Figure 1. Routing congestion map (run 1).
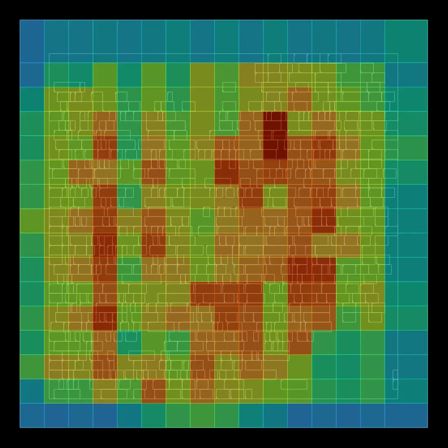
Figure 2. Routed clock nets over the placement (run 1).
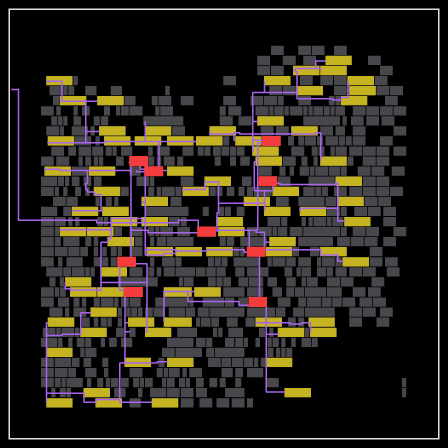
Figure 3. Cell density map (run 1).
12 x 12 tiles, from dark blue (low) to red (high), 0 to 100% covered.
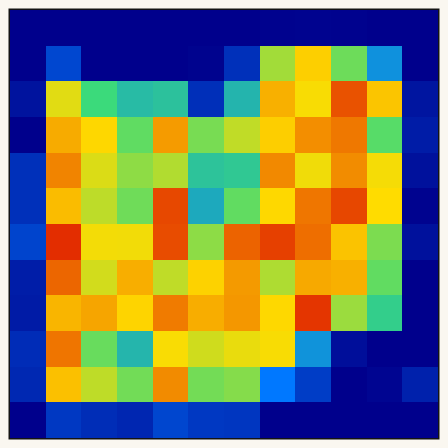
--- src/rtl/load_align_unit.sv ---
// Load align unit: issues one or two aligned memory beats per load, merges, right-justifies and extends.
// Latency: accept->result 2 cycles for one zero-wait beat, +1 per second beat, +1 per wait cycle; faults 1 cycle.
// Backpressure: ld_req_ready_out is high only in IDLE; dm_req_out/dm_addr_out hold until dm_ack_in.
//
// Ports:
//   clk_in, rst_in                 clock (rising edge), synchronous active-high reset
//   ld_req_valid_in/ready_out      load request handshake; ld_addr/size/unsigned/rd sampled on accept
//   dm_req_out, dm_addr_out        memory read request with aligned beat address (0 when idle)
//   dm_ack_in, dm_rdata_in         memory accept; read data valid in the same cycle as the ack
//   lu_valid_out                   one-cycle result pulse
//   lu_data_out/rd_out/fault_out   registered result, held until the next result
//
// Build option: define MISALIGNED_SPLIT_EN to split word-crossing loads into two beats.
// Without it a crossing load faults immediately and the second-beat logic is not built.

module load_align_unit #(
  parameter int XLEN   = 32,
  parameter int ADDR_W = 32
) (
  input  logic              clk_in,
  input  logic              rst_in,
  input  logic              ld_req_valid_in,
  output logic              ld_req_ready_out,
  input  logic [ADDR_W-1:0] ld_addr_in,
  input  logic [1:0]        ld_size_in,
  input  logic              ld_unsigned_in,
  input  logic [4:0]        ld_rd_in,
  output logic              dm_req_out,
  output logic [ADDR_W-1:0] dm_addr_out,
  input  logic              dm_ack_in,
  input  logic [XLEN-1:0]   dm_rdata_in,
  output logic              lu_valid_out,
  output logic [XLEN-1:0]   lu_data_out,
  output logic [4:0]        lu_rd_out,
  output logic              lu_fault_out
);

  localparam int BYTES = XLEN / 8;
  localparam int OFS_W = $clog2(BYTES);
  // Wide enough to hold off + nbytes without overflow (max 2*BYTES-1).
  localparam int NB_W  = OFS_W + 2;

  typedef enum logic [1:0] {
    IDLE  = 2'd0,
    BEAT0 = 2'd1,
    BEAT1 = 2'd2,
    DONE  = 2'd3
  } state_t;

  state_t            state_q, state_d;
  logic [ADDR_W-1:0] addr_q, addr_d;
  logic [1:0]        size_q, size_d;
  logic              uns_q, uns_d;
  logic [4:0]        rd_q, rd_d;
`ifdef MISALIGNED_SPLIT_EN
  logic [XLEN-1:0]   lo_q, lo_d;
`endif
  logic [XLEN-1:0]   lu_data_q, lu_data_d;
  logic [4:0]        lu_rd_q, lu_rd_d;
  logic              lu_fault_q, lu_fault_d;

  logic [ADDR_W-1:0] beat0_addr;
  logic [OFS_W-1:0]  off_q;
  logic              cross_q;
  logic              req_illegal;
  logic              req_fault;

  // True when the access spills past the end of its aligned word.
  function automatic logic crosses(input logic [OFS_W-1:0] off, input logic [1:0] size);
    logic [NB_W-1:0] end_byte;
    end_byte = {2'b00, off} + (NB_W'(1) << size);
    return end_byte > NB_W'(BYTES);
  endfunction

  // Shift the {hi,lo} pair down by the byte offset, keep nbytes bytes and
  // fill the rest with zeros or the sign bit. For nbytes == BYTES the keep
  // mask is all ones, so the unsigned flag has no effect there.
  function automatic logic [XLEN-1:0] align_extend(
    input logic [2*XLEN-1:0] pair,
    input logic [OFS_W-1:0]  off,
    input logic [1:0]        size,
    input logic              uns
  );
    logic [XLEN-1:0] raw;
    logic [XLEN-1:0] keep;
    logic [6:0]      nbits;
    logic            sign;
    raw   = XLEN'(pair >> {off, 3'b000});
    nbits = 7'd8 << size;
    keep  = ~({XLEN{1'b1}} << nbits);
    case (size)
      2'd0:    sign = raw[7];
      2'd1:    sign = raw[15];
      2'd2:    sign = raw[31];
      default: sign = raw[XLEN-1];
    endcase
    sign = sign & ~uns;
    return (raw & keep) | (~keep & {XLEN{sign}});
  endfunction

  assign off_q      = addr_q[OFS_W-1:0];
  assign cross_q    = crosses(off_q, size_q);
  assign beat0_addr = {addr_q[ADDR_W-1:OFS_W], {OFS_W{1'b0}}};

  // A dword request only exists on 64-bit builds.
  assign req_illegal = (XLEN == 32) && (ld_size_in == 2'b11);

`ifdef MISALIGNED_SPLIT_EN
  assign req_fault = req_illegal;
`else
  assign req_fault = req_illegal || crosses(ld_addr_in[OFS_W-1:0], ld_size_in);
`endif

  // Next-state and result computation.
  always_comb begin
    state_d    = state_q;
    addr_d     = addr_q;
    size_d     = size_q;
    uns_d      = uns_q;
    rd_d       = rd_q;
`ifdef MISALIGNED_SPLIT_EN
    lo_d       = lo_q;
`endif
    lu_data_d  = lu_data_q;
    lu_rd_d    = lu_rd_q;
    lu_fault_d = lu_fault_q;

    case (state_q)
      IDLE: begin
        if (ld_req_valid_in) begin
          addr_d = ld_addr_in;
          size_d = ld_size_in;
          uns_d  = ld_unsigned_in;
          rd_d   = ld_rd_in;
          if (req_fault) begin
            // Faults skip memory entirely; the result is ready next cycle.
            state_d    = DONE;
            lu_data_d  = '0;
            lu_rd_d    = ld_rd_in;
            lu_fault_d = 1'b1;
          end else begin
            state_d = BEAT0;
          end
        end
      end

      BEAT0: begin
        if (dm_ack_in) begin
`ifdef MISALIGNED_SPLIT_EN
          if (cross_q) begin
            lo_d    = dm_rdata_in;
            state_d = BEAT1;
          end else
`endif
          begin
            // Single-beat load: merge straight from the returning data.
            state_d    = DONE;
            lu_data_d  = align_extend({{XLEN{1'b0}}, dm_rdata_in}, off_q, size_q, uns_q);
            lu_rd_d    = rd_q;
            lu_fault_d = 1'b0;
          end
        end
      end

`ifdef MISALIGNED_SPLIT_EN
      BEAT1: begin
        // The high beat is merged on arrival, so it lands directly in the
        // result register rather than a separate buffer.
        if (dm_ack_in) begin
          state_d    = DONE;
          lu_data_d  = align_extend({dm_rdata_in, lo_q}, off_q, size_q, uns_q);
          lu_rd_d    = rd_q;
          lu_fault_d = 1'b0;
        end
      end
`endif

      DONE: begin
        state_d = IDLE;
      end

      default: begin
        state_d = IDLE;
      end
    endcase
  end

  // Beat address: zero whenever no request is outstanding.
  always_comb begin
    dm_addr_out = '0;
    case (state_q)
      BEAT0:   dm_addr_out = beat0_addr;
`ifdef MISALIGNED_SPLIT_EN
      BEAT1:   dm_addr_out = beat0_addr + ADDR_W'(BYTES);
`endif
      default: dm_addr_out = '0;
    endcase
  end

  always_ff @(posedge clk_in) begin
    if (rst_in) begin
      state_q    <= IDLE;
      addr_q     <= '0;
      size_q     <= '0;
      uns_q      <= 1'b0;
      rd_q       <= '0;
`ifdef MISALIGNED_SPLIT_EN
      lo_q       <= '0;
`endif
      lu_data_q  <= '0;
      lu_rd_q    <= '0;
      lu_fault_q <= 1'b0;
    end else begin
      state_q    <= state_d;
      addr_q     <= addr_d;
      size_q     <= size_d;
      uns_q      <= uns_d;
      rd_q       <= rd_d;
`ifdef MISALIGNED_SPLIT_EN
      lo_q       <= lo_d;
`endif
      lu_data_q  <= lu_data_d;
      lu_rd_q    <= lu_rd_d;
      lu_fault_q <= lu_fault_d;
    end
  end

  assign ld_req_ready_out = (state_q == IDLE);
  assign dm_req_out       = (state_q == BEAT0) || (state_q == BEAT1);
  assign lu_valid_out     = (state_q == DONE);
  assign lu_data_out      = lu_data_q;
  assign lu_rd_out        = lu_rd_q;
  assign lu_fault_out     = lu_fault_q;

endmodule

--- config.mk ---
export PLATFORM = sky130hd
export DESIGN_NAME = load_align_unit
export DESIGN_NICKNAME = d
export VERILOG_FILES = /design/src/rtl/load_align_unit.sv
export SDC_FILE = /design/constraint.sdc
export NUM_CORES = 1
export LEC_CHECK = 0
export ABC_AREA = 0
export CAP_MARGIN = 20
export CORE_MARGIN = 8
export CORE_UTILIZATION = 40
export DETAILED_ROUTE_END_ITERATION = 7
export PLACE_DENSITY = 0.76
export REMOVE_ABC_BUFFERS = 1
export SYNTH_ARGS = -nofsm -noshare
export SYNTH_HDL_FRONTEND = slang
export SYNTH_SLANG_ARGS = --single-unit
--- constraint.sdc ---
create_clock -name clk_in -period 2.2 [get_ports clk_in]
set_input_delay 0.44 -clock clk_in [delete_from_list [all_inputs] [get_ports clk_in]]
set_output_delay 0.44 -clock clk_in [all_outputs]
set_load 0.01 [all_outputs]
==> flow_summary.ini, run 1 <==
; physical design summary
[clock_tree]
htreeDepth = 3
cts_sinks = 80
clkTransAtPathRegs_ns = 0.09
cts_tree = done

[layout]
final_cell_mix = clkdlybuf4s50_1, nand2_1, dfxtp_1
syn_to_final_growth_pct = 53.0

[run_status]
outcome = completed

[grt]
overflow = 0
grt_pass1_vias = 4034

[job]
tool_warnings = 27

[detailed_routing]
drt_first_iter_violations = 188
drc = 0
final_antenna_net_count = 0
viasPerCell = 5.24

[place]
port_buffers = 146
gp_congestion = 0.825

[sta]
fmax_mhz = 471

[logic_synthesis]
ys_cells = 462
ys_seq_share_pct = 40.3
synth-edff-count = 0
yosys.area.top_type = dfxtp_1
synth_cell_types = 43
syn_area_um2 = 3970

[floorplan]
num_rows = 36

[critical_path]
slowest_stage = fa_2
critPathKind = in2reg
cp-endpoint = lu_data_out[11]$_SDFFE_PP0P_
cp.required_ns = 2.44
Notes on Figure 1 above:
global-route usage over all layers: 19.2%
Final Util: 62.7%
M3 GR Usage: 9.38%
most used routing layer: met2

Notes on Figure 2 above:
Key: purple = clock wires [length 997 µm]; red = clock drivers [count 9]; yellow = flip-flops [count 80]
There are 10 routed clock nets.
P_clk: 1220 µW
clock power share: 19.5%
skew final: 0.00817 ns
Late-Pin Clk Latency: 0.34 ns

Notes on Figure 3 above:
28% of the tiles are over 75% full. The densest ninth of the die: centre. The fullest tile reaches 95%. The mean over all tiles is 44%.
fp util: 41.0%
core area: 9680 µm²

## run 1: state kept, by name, indices dropped and copies added (netlist names)
name,flops
size_q,2
lu_fault_out,1
addr_q,32
state_q,2
lu_data_out,32
rd_q,5
lu_rd_out,5
uns_q,1
## run 1: how the worst min path moves through the flow
stage,endpoint,slack (ns),from,cells past startpoint
6_report,addr_q[0]$_SDFFE_PP0P_,0.36,ld_addr_in[0],3
2_1_floorplan,addr_q[10]$_SDFFE_PP0P_,0.43,addr_q[10]$_SDFFE_PP0P_,2
5_1_grt,addr_q[0]$_SDFFE_PP0P_,0.37,ld_addr_in[0],3
3_3_place_gp,addr_q[19]$_SDFFE_PP0P_,0.44,addr_q[19]$_SDFFE_PP0P_,2
4_1_cts,addr_q[2]$_SDFFE_PP0P_,0.45,addr_q[2]$_SDFFE_PP0P_,2
3_5_place_dp,addr_q[11]$_SDFFE_PP0P_,0.44,addr_q[11]$_SDFFE_PP0P_,2
## run 1: synth_stat cells, types with 2 or more instances
master,n
nand2_1,91
dfxtp_1,80
a21oi_1,71
mux2i_1,34
and2_1,31
clkbuf_1,19
a32o_1,16
o21ai_0,15
nor2_1,13
buf_2,10
a22o_1,8
nand4_1,8
o21a_1,8
buf_6,6
a311oi_1,5
ha_1,5
inv_1,4
a211oi_1,3
buf_4,3
nand2b_1,3
nor2b_1,3
buf_1,2
nor3_1,2
nor3_4,2
o221ai_1,2
## run 1: repair_timing
action	4_1_cts	5_1_grt
pin swaps	7	6
endpoints found under the setup margin	68	40
gates resized	42	19
setup buffers	7	0
cloned	4	0
## run 1: cells by family (layout without fill, tap and decap cells)
family                     count (synthesis)  after routing  synth area share (%)
buffers and inverters                     46            201                  6.33
and+or+nand+nor                          158            158                  19.4
muxes                                     37             37                  9.71
xor gates and xnor gates                   1              1                 0.221
other                                      1              3                0.0945
adders and majority gates                  6              6                  2.08
DFF                                       80             80                  40.3
AOI/OAI and AO/OA                        133            133                  21.9
## run 1: report_power, final
group / total (µW) / internal [µW] / switching [µW]
clock: 1220 / 675 / 549
combinational: 3070 / 1530 / 1540
sequential: 1980 / 1780 / 200
total: 6270 / 3980 / 2290
## run 1: area by class of cell
cell class	instances	area, µm²
multi-input cells	337	2190
flip-flops and latches	80	1600
diodes	1	2.50
repair buffers	181	1870
clock buffers	10	138
fillers	797	3610
well taps	133	166
inverters	4	15.0
clock inverters	6	90.1
## run 1: per-stage QoR
step | total power, µW | setup slack [ns] | setup TNS (ns) | hold slack [ns] | instances
final | 6270 | 0.0770 | 0 | 0.361 | 752
after global routing | 6660 | 0.0197 | 0 | 0.369 | 751
after CTS | 6310 | 0.000685 | 0 | 0.454 | 751
after detailed placement | 4730 | -0.594 | -21.24 | 0.443 | 724
after global placement | 4660 | -0.524 | -19.11 | 0.437 | 724
after floorplan | 3350 | -0.998 | -26.50 | 0.426 | 421
## run 1: worst max-delay path, delay by kind of cell
family | cells | cell delay, ns
buffers and inverters | 4 | 0.52
adders and majority gates | 1 | 0.54
AOI/OAI and AO/OA | 3 | 0.56
and+or+nand+nor | 2 | 0.29
## run 1: layer usage
metal  up-vias  part of all wire (%)
li1       1928                     -
met1      1822                    40
met2       184                    45
met3         9                    14
met4         0                  0.85
met5         -                     0
==> inputs of run 2 (changes only) <==
CELL_PAD_IN_SITES_DETAIL_PLACEMENT = 1   (was not set)
CELL_PAD_IN_SITES_GLOBAL_PLACEMENT = 1   (was not set)
CORE_UTILIZATION = 29   (was 40)
PLACE_DENSITY = not set   (was 0.76)
PLACE_DENSITY_LB_ADDON = 0.1   (was not set)
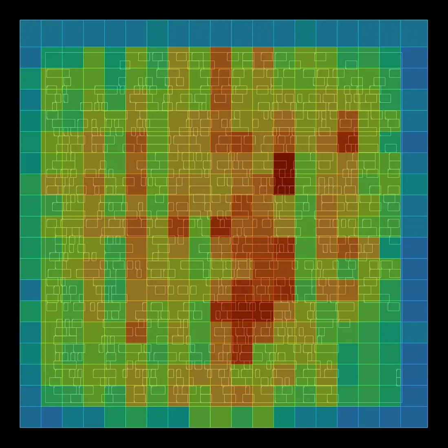
Figure 4: run 2, routing congestion map.
M3 GR Usage: 5.90%
DR WL/cell: 18.9 µm

==> flow_summary.ini, run 2 <==
; physical design summary
[clock_tree]
clkTransAtPathRegs_ns = 0.06
clock.latency.late_pin_ns = 0.34
cts_tree = done

[logic_synthesis]
ys_seq_share_pct = 40.3
synth_cell_types = 43
ys_cells = 462
syn_area_um2 = 3970
yosys-top-cells-count = nand2_1, dfxtp_1, a21oi_1, mux2i_1, and2_1
synth_top_cell_by_count = nand2_1
yosys.area.top_type = dfxtp_1

[run_status]
outcome = completed

[sta]
fmax_mhz = 472

[floorplan]
core_area_um2 = 13300
initCoreUtil_pct = 29.9
num_rows = 42

[grt]
overflow = 0

[critical_path]
critPathKind = in2reg
slowest_stage = fa_2
cp.required_ns = 2.44

[detailed_routing]
viasPerCell = 4.95
final_antenna_net_count = 0
drc = 0

[layout]
n_antenna_cell = 0
final_cell_mix = clkdlybuf4s50_1, nand2_1, dfxtp_1

[place]
gp_congestion = 0.775
port_buffers = 146
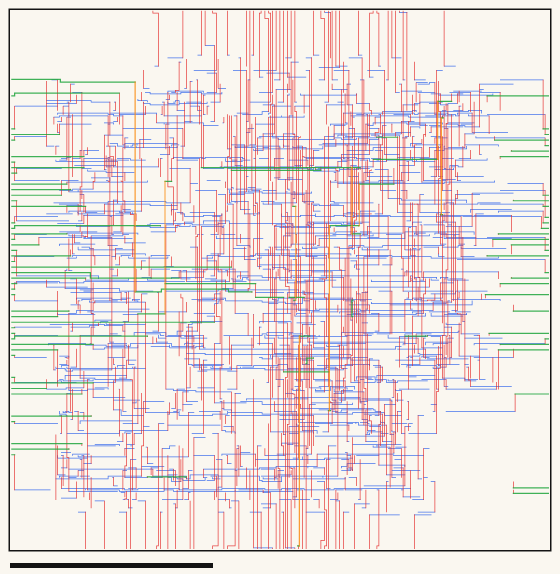
Figure 5: run 2, signal wires by layer.
Scale bar: 50 µm.
Key: red = metal 2 [wire length 7,450 µm]; orange = metal 4 [wire length 269 µm]; green = metal 3 [wire length 1,040 µm]; blue = metal 1 [wire length 6,300 µm]
global-route usage over all layers: 17.2%
Via Count: 3,948

## run 2: cell count changes in the layout (fill, tap and decap cells not counted), moves of 3 or more
cell,delta
dlygate4sd2_1,+6
dlymetal6s2s_1,-6
clkbuf_8,-7
clkbuf_16,+9
buf_6,+3
buf_4,+8
buf_12,-3
## run 2: final timing paths
kind / start / end / slack [ns] / depth (start not counted)
worst max register to register: addr_q[1]$_SDFFE_PP0P_ / lu_data_out[30]$_SDFFE_PP0P_ / 0.22 / 5
worst max-delay path: ld_addr_in[0] / lu_data_out[13]$_SDFFE_PP0P_ / 0.08 / 9
worst min-delay path: addr_q[11]$_SDFFE_PP0P_ / addr_q[11]$_SDFFE_PP0P_ / 0.45 / 2
worst min register to register: addr_q[11]$_SDFFE_PP0P_ / addr_q[11]$_SDFFE_PP0P_ / 0.45 / 2
## run 2: layout make-up
| class | instances | area, µm² | area share, % |
|---|---|---|---|
| clock buffer | 13 | 270 | 4.38 |
| clock inverter | 3 | 46.3 | 0.751 |
| inverter | 4 | 15.0 | 0.243 |
| multi-input combinational | 337 | 2200 | 35.7 |
| sequential | 80 | 1600 | 26.0 |
| tap | 176 | 220 | 3.57 |
| timing repair buffer | 185 | 1810 | 29.3 |
## run 2: critical path, delay by kind of cell
| kind | cells | cell delay, ns |
|---|---|---|
| fa+ha+maj | 2 | 0.75 |
| simple gates | 1 | 0.05 |
| compound gates | 3 | 0.62 |
| buf+inv | 3 | 0.48 |
## run 2: cells by family after synthesis
family | count (synthesis) | share of synthesized area [%]
flip-flops | 80 | 40.3
buffers and inverters | 46 | 6.33
adder cells (fa/ha/maj) | 6 | 2.08
XOR/XNOR | 1 | 0.221
AND-OR/OR-AND | 133 | 21.9
multiplexers | 37 | 9.71
other | 1 | 0.0945
AND/OR/NAND/NOR | 158 | 19.4
## run 2: power by group
group          switching (µW)  internal [µW]  total, µW
registers                 216           1780       2000
clock network             605            977       1580
logic                    1640           1390       3030
total                    2460           4150       6610
## run 2: per-layer routing
metal | track usage (%) | vias up | part of all wire [%]
met5 | 0 | - | 0
met4 | 6.18 | 0 | 1.8
met3 | 5.90 | 20 | 6.9
met2 | 29.2 | 110 | 49
met1 | 19.6 | 1886 | 42
li1 | - | 1932 | -
## run 2: stage by stage
step                      util, %  instances  hold WS [ns]  power [µW]
after detailed placement     43.1        777         0.445        4910
final                        46.4        798         0.450        6610
after global routing         46.4        798         0.469        7030
after CTS                    46.4        799         0.454        6720
after floorplan                 -        421         0.426        3350
after global placement       43.1        777         0.438        4850
## run 2: repair_timing
item,4_1_cts,5_1_grt
hold buffers,0,0
hold endpoints to repair,0,0
setup endpoints to repair,69,27
resized,50,13
cloned,2,0
pin swaps,6,7
buffers inserted,4,0
Power and IR drop assume default switching activity.
